$ cat src/rtl/mul4su_share_arb.sv
// Round-robin front end that time-shares one external 4x4 signed-by-unsigned
// multiplier among N_REQ requesters and returns tagged products through a small FIFO.
module mul4su_share_arb #(
  parameter int N_REQ     = 4,
  parameter int ID_W      = 2,
  parameter int OUT_DEPTH = 2
) (
  input  logic                 clk,
  input  logic                 rst_n,
  input  logic [N_REQ-1:0]     req_valid,
  output logic [N_REQ-1:0]     req_ready,
  input  logic [4*N_REQ-1:0]   req_s,
  input  logic [4*N_REQ-1:0]   req_u,
  output logic [3:0]           mul_s,
  output logic [3:0]           mul_u,
  input  logic [7:0]           mul_p,
  output logic                 rsp_valid,
  input  logic                 rsp_ready,
  output logic [ID_W-1:0]      rsp_id,
  output logic [7:0]           rsp_prod
);

  localparam int PTR_W = (OUT_DEPTH > 1) ? $clog2(OUT_DEPTH) : 1;
  localparam int CNT_W = $clog2(OUT_DEPTH + 1);
  localparam logic [ID_W-1:0] LAST_ID = ID_W'(N_REQ - 1);

  logic signed [3:0] op_s_p1;
  logic [3:0]        op_u_p1;
  logic [ID_W-1:0]   op_id_p1;
  logic              vld_p1;

  logic [ID_W-1:0]   last;
  logic [ID_W-1:0]   grant;
  logic [ID_W-1:0]   cand;
  logic              grant_found;
  logic              can_accept;
  logic              accept;
  logic              pop;

  logic [CNT_W-1:0]  count;
  logic [PTR_W-1:0]  wr_ptr;
  logic [PTR_W-1:0]  rd_ptr;
  logic [ID_W-1:0]   mem_id   [OUT_DEPTH];
  logic signed [7:0] mem_prod [OUT_DEPTH];

  function automatic logic [PTR_W-1:0] ptr_inc(input logic [PTR_W-1:0] p);
    if (p == PTR_W'(OUT_DEPTH - 1)) return '0;
    return p + 1'b1;
  endfunction

  function automatic logic [ID_W-1:0] id_inc(input logic [ID_W-1:0] i);
    if (i == LAST_ID) return '0;
    return i + 1'b1;
  endfunction

  assign rsp_valid  = (count != '0);
  assign pop        = rsp_valid & rsp_ready;
  // Space check counts the product already in flight in the operand register.
  assign can_accept = (int'(count) + int'(vld_p1) - int'(pop)) < OUT_DEPTH;

  always_comb begin
    grant       = '0;
    grant_found = 1'b0;
    cand        = last;
    for (int k = 0; k < N_REQ; k++) begin
      cand = id_inc(cand);
      if (!grant_found && req_valid[cand]) begin
        grant       = cand;
        grant_found = 1'b1;
      end
    end
  end

  always_comb begin
    req_ready = '0;
    if (rst_n && grant_found && can_accept) req_ready[grant] = 1'b1;
  end

  assign accept = |(req_valid & req_ready);

  // Stage 1: operand register feeding the external core
  always_ff @(posedge clk or negedge rst_n) begin
    if (!rst_n) begin
      vld_p1   <= 1'b0;
      op_s_p1  <= '0;
      op_u_p1  <= '0;
      op_id_p1 <= '0;
      last     <= LAST_ID;
    end else begin
      vld_p1 <= accept;
      if (accept) begin
        op_s_p1  <= $signed(req_s[{grant, 2'b00} +: 4]);
        op_u_p1  <= req_u[{grant, 2'b00} +: 4];
        op_id_p1 <= grant;
        last     <= grant;
      end
    end
  end

  assign mul_s = op_s_p1;
  assign mul_u = op_u_p1;

  // Stage 2: result FIFO write / head pop
  always_ff @(posedge clk or negedge rst_n) begin
    if (!rst_n) begin
      count  <= '0;
      wr_ptr <= '0;
      rd_ptr <= '0;
      for (int i = 0; i < OUT_DEPTH; i++) begin
        mem_id[i]   <= '0;
        mem_prod[i] <= '0;
      end
    end else begin
      if (vld_p1) begin
        mem_id[wr_ptr]   <= op_id_p1;
        mem_prod[wr_ptr] <= $signed(mul_p);
        wr_ptr           <= ptr_inc(wr_ptr);
      end
      if (pop) rd_ptr <= ptr_inc(rd_ptr);
      case ({vld_p1, pop})
        2'b10:   count <= count + 1'b1;
        2'b01:   count <= count - 1'b1;
        default: count <= count;
      endcase
    end
  end

  assign rsp_id   = rsp_valid ? mem_id[rd_ptr] : '0;
  assign rsp_prod = rsp_valid ? mem_prod[rd_ptr] : '0;

endmodule

$ cat config.mk
export PLATFORM = sky130hd
export DESIGN_NAME = mul4su_share_arb
export DESIGN_NICKNAME = d
export VERILOG_FILES = /design/src/rtl/mul4su_share_arb.sv
export SDC_FILE = /design/constraint.sdc
export NUM_CORES = 1
export LEC_CHECK = 0
export CORE_ASPECT_RATIO = 1.25
export CORE_MARGIN = 5
export CORE_UTILIZATION = 41
export CTS_CLUSTER_DIAMETER = 120
export CTS_CLUSTER_SIZE = 28
export DETAILED_ROUTE_END_ITERATION = 10
export PLACE_DENSITY = 0.74
export SLEW_MARGIN = 20
export SYNTH_ARGS = -nofsm -noshare
export SYNTH_HDL_FRONTEND = slang
export SYNTH_SLANG_ARGS = --single-unit
export TNS_END_PERCENT = 5
$ cat constraint.sdc
create_clock -name clk -period 3.9 [get_ports clk]
set_clock_uncertainty 0.1 [all_clocks]
set_input_delay 1.17 -clock clk [delete_from_list [all_inputs] [get_ports clk]]
set_output_delay 1.17 -clock clk [all_outputs]
set_load 0.01 [all_outputs]
==> images/layer_met3.png <==
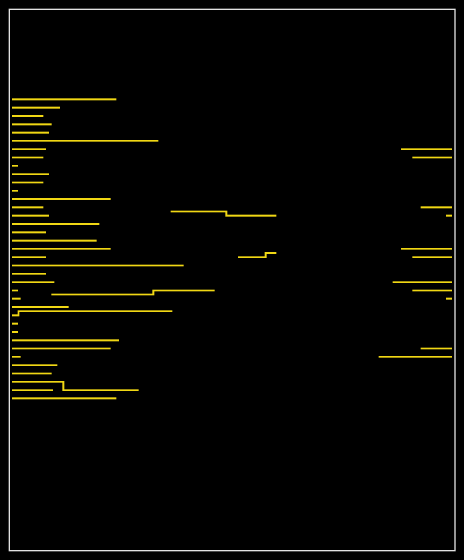
longest straight run: 27.8 um
main direction: horizontal

==> images/congestion.png <==
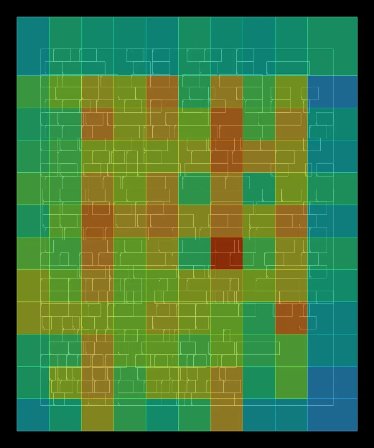
grt met2 use: 25.7%
met3 Usage GRT: 6.25%
WL/cell: 14.2 um
grt met1 use: 17.6%
Top Usage Layer GRT: met2

==> images/logic_types.png <==
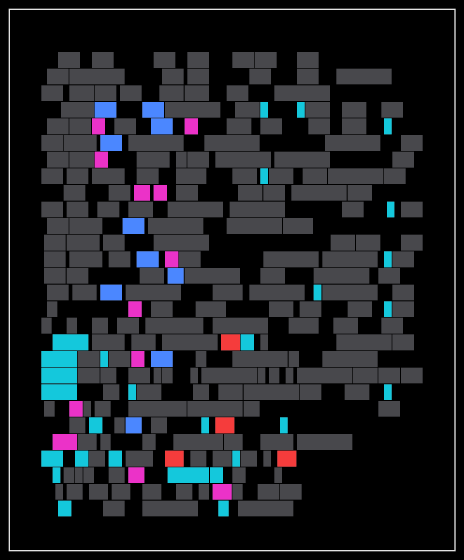
| family | colour | cells | most used |
|---|---|---|---|
| nor cells | cyan | 28 | nor2_1 |
| non-inverting ao/oa cells | blue | 10 | a221o_1 |
| xor and xnor cells | red | 4 | xnor2_1 |
| and/or cells | magenta | 12 | and2_1 |
logic share of the area: 36.2%
Commonest Layout Cell: clkdlybuf4s50_1

==> changes_impl.md <==
## Implementation

* CTS clk-pin slew, worst paths at 70 ps
* Instance count on the critical path at 9
* # H-tree levels at 2
* Clk pwr at between 0.2 and 0.3 mW
* R2R setup slack at ~1300 ps
* CLK BUF at 5
* GRT Resource Usage Total at 15.1%
* Final period util at between 90 and 100%
* Unique masters post-synth at 35
* Crit Reg-Reg Startpoint: count[0]
* Hold WC Path Type: reg -> reg
* Critical path class: in -> out
* N_diodes at 0
* # resized after CTS at 29
* Worst Path Buf+Inv at 4
* CP top delay family: adder cells
* Share of cells above drive strength 1 at 30.2%
* Post-synth EDFFs at 0
* Xor+xnor area frac at 1.74%
* Seq power at 0.725 mW
* Bufs w/o clock at between 80 and 90
* Endpoint with the worst hold slack: wr_ptr
* FP Core Util at between 40% and 50%
* Hold Startpoint: wr_ptr
* Top area cell types: dfrtp_1 43%, mux2_2 15%, mux2_4 6.0%
* Highest Signal Layer: met4
* Latency at later pin at 280 ps
* Top-area cell share at 43.4%
* Clock buffer depth at 2
* Mux frac, synth at around 26%
* Ys cells at 172
* WL met1 at 1850 um
* Status: finished, final reports clean
* Overflow after GRT at 0
* Worst VDD drop at between 0.0005 and 0.0006 V
* Maxcap violations at 0
* CP cell instances: buf_8, inv_6, nor3b_4, o21ai_2, fa_2, nand4_1, buf_6, nor3_4, buf_2
* LEAKAGE at around 1.3 nW
* Clk network pwr share at a little over a tenth
* Met2 Wirelength at 2120 um
* Non-filler instance count after layout at 312
* R2R Path End: mul_u[3]
* Dominant logic cell types in the final layout: 60 x clkdlybuf4s50_1, 35 x dfrtp_1, 27 x mux2_2
* Seq share, synth at 46.0%
* # setup viols final at 0
* WL final at 4440 um
* Well Taps at 60
* Final instance area at 0.00295 mm^2
* Residual DRC at 0
* Ports at 70
* Flop pwr share at about 30%
* Count leader, synth: dfrtp_1
* Initial antenna violation count at 0
* First-pass detailed-route iteration total at 3
* Synth Net Count at roughly 220
* CP Capture Type: primary output
* RSZ-0062 raised after global routing: true
* Metal3 WL at 457 um
* Inverters at 7
* Chip area at roughly 0.0064 mm^2
* Psw at 0.891 mW
Power is estimated from default activity; no workload was simulated.
